Signal wires on met1:
Drawn at 4 px/um. Supply wires on this layer in grey. Cells faint in the background.
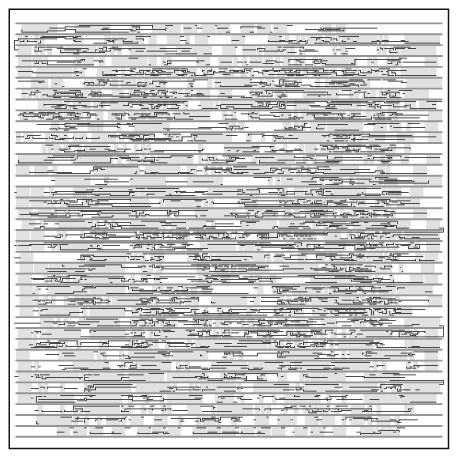
Placed standard cells:
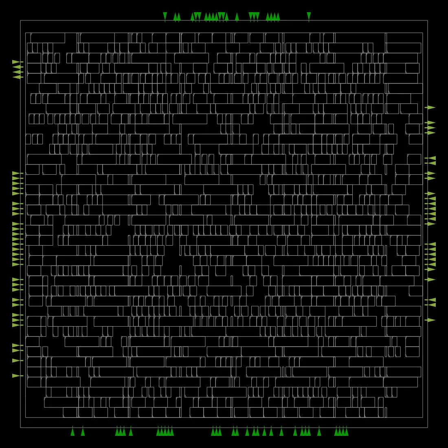
Wires at chosen ports, followed through buffers:
Drawn at 2 px/um.
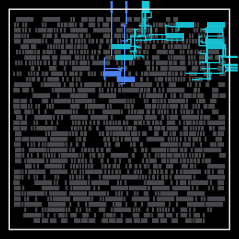
Placement by cell class:
Drawn at 3 px/um.
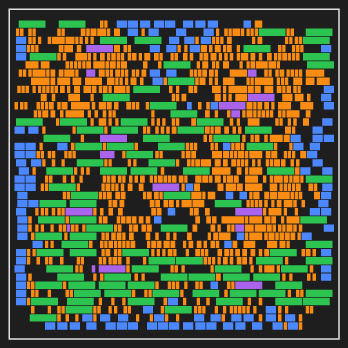
`config.mk`:
```
export PLATFORM = sky130hd
export DESIGN_NAME = maze_game_core_flat
export DESIGN_NICKNAME = d
export VERILOG_FILES = /design/src/rtl/maze_pkg.sv /design/src/rtl/maze_game_core_if.sv /design/src/rtl/bcd2_counter.sv /design/src/rtl/maze_game_core.sv /design/src/flat_wrapper.sv
export SDC_FILE = /design/constraint.sdc
export NUM_CORES = 1
export LEC_CHECK = 0
export ABC_AREA = 1
export CORE_UTILIZATION = 54
export DETAILED_ROUTE_END_ITERATION = 10
export GPL_ROUTABILITY_DRIVEN = 0
export PLACE_DENSITY_LB_ADDON = 0.05
export RECOVER_POWER = 25
export SLEW_MARGIN = 20
export SYNTH_ARGS = -nofsm -noshare
export SYNTH_HDL_FRONTEND = slang
export SYNTH_HIERARCHICAL = 1
export SYNTH_SLANG_ARGS = --single-unit
```
`constraint.sdc`:
```
create_clock -name clk -period 4.15 [get_ports clk]
set_clock_uncertainty 0.1 [all_clocks]
set_input_delay 0.83 -clock clk [delete_from_list [all_inputs] [get_ports clk]]
set_output_delay 0.83 -clock clk [all_outputs]
set_load 0.03 [all_outputs]
```
`src/rtl/maze_pkg.sv`:
```
// Shared encodings for the LED-matrix maze engine: game states, move
// direction bit positions and BCD helpers.
package maze_pkg;

  typedef enum logic [1:0] {
    ST_IDLE = 2'b00,
    ST_PLAY = 2'b01,
    ST_WIN  = 2'b10,
    ST_LOSE = 2'b11
  } state_t;

  localparam int DIR_DOWN  = 0;
  localparam int DIR_UP    = 1;
  localparam int DIR_LEFT  = 2;
  localparam int DIR_RIGHT = 3;

  localparam logic [7:0] BCD_MAX = 8'h99;

  // Elaboration-time conversion of a 0..99 constant into {tens,ones}.
  function automatic logic [7:0] to_bcd(input int value);
    return {4'(value / 10), 4'(value % 10)};
  endfunction

endpackage

```
`src/rtl/maze_game_core_if.sv`:
```
// Control/status bundle between the maze engine and its neighbours
// (input conditioning upstream, matrix scanner and 7-segment driver downstream).
interface maze_game_core_if #(
  parameter int MAP_DIM = 8
);
  localparam int CW = $clog2(MAP_DIM);

  // Strobe semantics: start, move and tick carry no ready; each is a
  // single-cycle valid that the engine consumes on the rising edge where it
  // is high. All status signals are registered and valid every cycle.
  logic                       start;
  logic [MAP_DIM*MAP_DIM-1:0] wall_map;
  logic [CW-1:0]              start_row;
  logic [CW-1:0]              start_col;
  logic [CW-1:0]              goal_row;
  logic [CW-1:0]              goal_col;
  logic [3:0]                 move;
  logic                       tick;

  logic [1:0]                 state_o;
  logic [CW-1:0]              row_o;
  logic [CW-1:0]              col_o;
  logic [7:0]                 steps_bcd;
  logic [7:0]                 time_bcd;
  logic                       win_o;
  logic                       lose_o;
  logic                       bump_o;

  modport master (
    output start, wall_map, start_row, start_col, goal_row, goal_col, move, tick,
    input  state_o, row_o, col_o, steps_bcd, time_bcd, win_o, lose_o, bump_o
  );

  modport slave (
    input  start, wall_map, start_row, start_col, goal_row, goal_col, move, tick,
    output state_o, row_o, col_o, steps_bcd, time_bcd, win_o, lose_o, bump_o
  );

endinterface

```
`src/rtl/bcd2_counter.sv`:
```
// Two-digit BCD counter: load beats inc beats dec; inc sticks at 99, dec at 00.
module bcd2_counter
  import maze_pkg::*;
(
  input  logic       clk,
  input  logic       rst,
  input  logic       load,
  input  logic [7:0] load_val,
  input  logic       inc,
  input  logic       dec,
  output logic [7:0] q
);

  logic [7:0] q_next;

  always_comb begin
    q_next = q;
    if (load) begin
      q_next = load_val;
    end else if (inc && q != BCD_MAX) begin
      if (q[3:0] == 4'd9) q_next = {q[7:4] + 4'd1, 4'd0};
      else                q_next = {q[7:4], q[3:0] + 4'd1};
    end else if (dec && q != 8'h00) begin
      if (q[3:0] == 4'd0) q_next = {q[7:4] - 4'd1, 4'd9};
      else                q_next = {q[7:4], q[3:0] - 4'd1};
    end
  end

  always_ff @(posedge clk or posedge rst) begin
    if (rst) q <= 8'h00;
    else     q <= q_next;
  end

endmodule

```
`src/rtl/maze_game_core.sv`:
```
// Maze game engine: player position, wall/edge collision, BCD step counter,
// BCD countdown and the IDLE/PLAY/WIN/LOSE state machine.
module maze_game_core
  import maze_pkg::*;
#(
  parameter int MAP_DIM    = 8,
  parameter int TIME_LIMIT = 30
) (
  input  logic              clk,
  input  logic              res,
  maze_game_core_if.slave   bus
);

  localparam int         CW       = $clog2(MAP_DIM);
  localparam int         IW       = $clog2(MAP_DIM * MAP_DIM);
  localparam logic [7:0] TIME_BCD = to_bcd(TIME_LIMIT);

  state_t                     state_q, state_d;
  logic [CW-1:0]              row_q, col_q, row_d, col_d;
  logic [CW-1:0]              goal_row_q, goal_col_q;
  logic [MAP_DIM*MAP_DIM-1:0] map_q;
  logic                       bump_q, bump_d;

  logic [CW-1:0] tgt_row, tgt_col;
  logic [IW-1:0] wall_idx;
  logic          off_map, one_hot, move_valid, hit, accept, time_dec, time_zero_next;
  logic [7:0]    steps_q, time_q;

  assign one_hot    = (bus.move != 4'd0) && ((bus.move & (bus.move - 4'd1)) == 4'd0);
  assign move_valid = (state_q == ST_PLAY) && !bus.start && one_hot;
  assign time_dec   = (state_q == ST_PLAY) && !bus.start && bus.tick;

  // Target cell for the single set direction; an edge crossing leaves the
  // target on the current cell so the wall lookup index stays in range.
  always_comb begin
    tgt_row = row_q;
    tgt_col = col_q;
    off_map = 1'b0;
    if (bus.move[DIR_DOWN]) begin
      if (row_q == CW'(MAP_DIM - 1)) off_map = 1'b1;
      else                           tgt_row = row_q + CW'(1);
    end else if (bus.move[DIR_UP]) begin
      if (row_q == '0) off_map = 1'b1;
      else             tgt_row = row_q - CW'(1);
    end else if (bus.move[DIR_LEFT]) begin
      if (col_q == '0) off_map = 1'b1;
      else             tgt_col = col_q - CW'(1);
    end else if (bus.move[DIR_RIGHT]) begin
      if (col_q == CW'(MAP_DIM - 1)) off_map = 1'b1;
      else                           tgt_col = col_q + CW'(1);
    end
  end

  assign wall_idx = IW'(tgt_row) * IW'(MAP_DIM) + IW'(tgt_col);
  assign hit      = off_map || map_q[wall_idx];
  assign accept   = move_valid && !hit;
  assign bump_d   = move_valid && hit;

  always_comb begin
    row_d = row_q;
    col_d = col_q;
    if (bus.start) begin
      row_d = bus.start_row;
      col_d = bus.start_col;
    end else if (accept) begin
      row_d = tgt_row;
      col_d = tgt_col;
    end
  end

  // Countdown value after this edge is zero when already empty or leaving 01.
  assign time_zero_next = (time_q == 8'h00) || (time_q == 8'h01 && time_dec);

  always_comb begin
    state_d = state_q;
    if (bus.start) begin
      state_d = ST_PLAY;
    end else if (state_q == ST_PLAY) begin
      if (row_d == goal_row_q && col_d == goal_col_q) state_d = ST_WIN;
      else if (time_zero_next)                        state_d = ST_LOSE;
    end
  end

  always_ff @(posedge clk or posedge res) begin
    if (res) state_q <= ST_IDLE;
    else     state_q <= state_d;
  end

  always_ff @(posedge clk or posedge res) begin
    if (res) begin
      row_q      <= '0;
      col_q      <= '0;
      bump_q     <= 1'b0;
      map_q      <= '0;
      goal_row_q <= '0;
      goal_col_q <= '0;
    end else begin
      row_q  <= row_d;
      col_q  <= col_d;
      bump_q <= bump_d;
      if (bus.start) begin
        map_q      <= bus.wall_map;
        goal_row_q <= bus.goal_row;
        goal_col_q <= bus.goal_col;
      end
    end
  end

  bcd2_counter u_steps (
    .clk      (clk),
    .rst      (res),
    .load     (bus.start),
    .load_val (8'h00),
    .inc      (accept),
    .dec      (1'b0),
    .q        (steps_q)
  );

  bcd2_counter u_time (
    .clk      (clk),
    .rst      (res),
    .load     (bus.start),
    .load_val (TIME_BCD),
    .inc      (1'b0),
    .dec      (time_dec),
    .q        (time_q)
  );

  assign bus.state_o   = state_q;
  assign bus.row_o     = row_q;
  assign bus.col_o     = col_q;
  assign bus.steps_bcd = steps_q;
  assign bus.time_bcd  = time_q;
  assign bus.win_o     = (state_q == ST_WIN);
  assign bus.lose_o    = (state_q == ST_LOSE);
  assign bus.bump_o    = bump_q;

endmodule

```
`src/flat_wrapper.sv`:
```
// flat-port wrapper written by rule: the top's interface ports become plain ports
module maze_game_core_flat import maze_pkg::*;
#(
  parameter int MAP_DIM    = 8,
  parameter int TIME_LIMIT = 30
)
  (clk, res, bus_start, bus_wall_map, bus_start_row, bus_start_col, bus_goal_row, bus_goal_col, bus_move, bus_tick, bus_state_o, bus_row_o, bus_col_o, bus_steps_bcd, bus_time_bcd, bus_win_o, bus_lose_o, bus_bump_o);
  maze_game_core_if #(.MAP_DIM(MAP_DIM)) bus_i ();
  input  logic clk;
  input  logic res;
  input wire logic [$bits(bus_i.start)-1:0] bus_start;
  input wire logic [$bits(bus_i.wall_map)-1:0] bus_wall_map;
  input wire logic [$bits(bus_i.start_row)-1:0] bus_start_row;
  input wire logic [$bits(bus_i.start_col)-1:0] bus_start_col;
  input wire logic [$bits(bus_i.goal_row)-1:0] bus_goal_row;
  input wire logic [$bits(bus_i.goal_col)-1:0] bus_goal_col;
  input wire logic [$bits(bus_i.move)-1:0] bus_move;
  input wire logic [$bits(bus_i.tick)-1:0] bus_tick;
  output wire logic [$bits(bus_i.state_o)-1:0] bus_state_o;
  output wire logic [$bits(bus_i.row_o)-1:0] bus_row_o;
  output wire logic [$bits(bus_i.col_o)-1:0] bus_col_o;
  output wire logic [$bits(bus_i.steps_bcd)-1:0] bus_steps_bcd;
  output wire logic [$bits(bus_i.time_bcd)-1:0] bus_time_bcd;
  output wire logic [$bits(bus_i.win_o)-1:0] bus_win_o;
  output wire logic [$bits(bus_i.lose_o)-1:0] bus_lose_o;
  output wire logic [$bits(bus_i.bump_o)-1:0] bus_bump_o;
  assign bus_i.start = bus_start;
  assign bus_i.wall_map = bus_wall_map;
  assign bus_i.start_row = bus_start_row;
  assign bus_i.start_col = bus_start_col;
  assign bus_i.goal_row = bus_goal_row;
  assign bus_i.goal_col = bus_goal_col;
  assign bus_i.move = bus_move;
  assign bus_i.tick = bus_tick;
  assign bus_state_o = bus_i.state_o;
  assign bus_row_o = bus_i.row_o;
  assign bus_col_o = bus_i.col_o;
  assign bus_steps_bcd = bus_i.steps_bcd;
  assign bus_time_bcd = bus_i.time_bcd;
  assign bus_win_o = bus_i.win_o;
  assign bus_lose_o = bus_i.lose_o;
  assign bus_bump_o = bus_i.bump_o;
  maze_game_core #(.MAP_DIM(MAP_DIM), .TIME_LIMIT(TIME_LIMIT)) u_core (.clk(clk), .res(res), .bus(bus_i));
endmodule
```
==> run_results.csv <==
group,metric,value,unit
run_status,status,"complete, but fails checks",
run_status,violations,"max-capacitance violations, max-slew violations",
logic_synthesis,ys_warn_count,6,
sta,rsz0062_at_grt,"no",
min_path,hp-class,"reg2reg",
sta,hold_viol_final,0,
sta,slew_headroom,-0.0313,
placement,dp_slack,0.133,ns
finish,fill_cells,961,
power_and_ir_drop,p_comb_frac,0.349,
run,maxCapViolations,1,
clock_tree,htree_levels,3,
power_and_ir_drop,power_frac_clock,0.267,
sta,worstMarginPinSlew,1.55,ns
die,die_area,12000,um^2
clock_tree,clk_pin_slew_worst_paths,0.07,ns
power_and_ir_drop,p_int,1870,uW
setup_path,reg2reg_depth,22,
logic_synthesis,ys_cells,884,
min_path,min_path_cells,2,
setup_path,arrival,3.85,ns
finish,comb_area_frac,0.447,
sta,slew_viol_final,55,
drt,ant_nets,0,
clock_tree,clockBufferDepth,2,
Notes on 'signal wires on met1' above:
- main direction: horizontal
- nets with wire on the layer: 981
- share of all routed wire: 47%
- longest straight run: 35.9 um
- wire length on this layer: 7240 um

Notes on 'placed standard cells' above:
row cnt: 38
final core occ: 0.707
final std cells w/o fill: 1156
FFs & Latches: 95
sequential cell area share: 0.305

Notes on 'wires at chosen ports, followed through buffers' above:
- `bus_steps_bcd`: cyan (bits 8; direction output; edge 4 top, 4 right; end cells 8; wire 383 um)
- `bus_state_o`: blue (bits 2; direction output; edge top; end cells 2; wire 93.9 um)
PortBufs: 110
I/O pin cnt: 111

Notes on 'placement by cell class' above:
- remaining buffers and delay cells: blue (cells 121; share of their area 15%)
- sequential cells: green (cells 95; share of their area 31%)
- clock drivers and dummy loads: purple (cells 16; share of their area 3.7%)
- remaining logic cells: orange (cells 784; share of their area 50%)

-- Yosys cell counts, drive strengths merged --
| master | n | area share |
|---|---|---|
| a21boi | 3 | 0.0036 |
| a21oi | 3 | 0.0024 |
| a221oi | 1 | 0.0014 |
| a31oi | 2 | 0.0044 |
| a32oi | 1 | 0.0014 |
| buf | 9 | 0.013 |
| clkbuf | 17 | 0.011 |
| clkinv | 2 | 0.0016 |
| conb | 2 | 0.0012 |
| dfrtp | 95 | 0.38 |
| ha | 14 | 0.028 |
| inv | 77 | 0.047 |
| nand2 | 424 | 0.27 |
| nand3 | 123 | 0.12 |
| nand4 | 11 | 0.013 |
| nor2 | 45 | 0.037 |
| nor3 | 2 | 0.0016 |
| nor3b | 2 | 0.0024 |
| nor4 | 1 | 0.0010 |
| o211ai | 2 | 0.0024 |
| o21a | 2 | 0.0024 |
| o21ai | 30 | 0.031 |
| o21bai | 1 | 0.0012 |
| o31ai | 1 | 0.0012 |
| or2 | 6 | 0.0060 |
| or3 | 1 | 0.0010 |
| xnor2 | 2 | 0.0028 |
| xor2 | 5 | 0.0082 |
-- sequential cells by signal, indices dropped and copies added, names as in the netlist --
register	cells
u_core/goal_row_q	3
u_core/bus.col_o	3
u_core/u_steps/q	8
u_core/bus.state_o	2
u_core/map_q	64
u_core/bus.bump_o	1
u_core/u_time/q	8
u_core/bus.row_o	3
u_core/goal_col_q	3
-- path summary, 6_finish.rpt --
check | start | to
worst max-delay path | bus_move[1] | u_core/u_steps/q[3]
worst min-delay path | u_core/map_q[43] | u_core/map_q[43]
worst max register to register | u_core/bus.col_o[0] | u_core/u_steps/q[3]
worst min register to register | u_core/map_q[43] | u_core/map_q[43]
max in group asynchronous | res | u_core/map_q[46]
min in group asynchronous | res | u_core/u_steps/q[1]
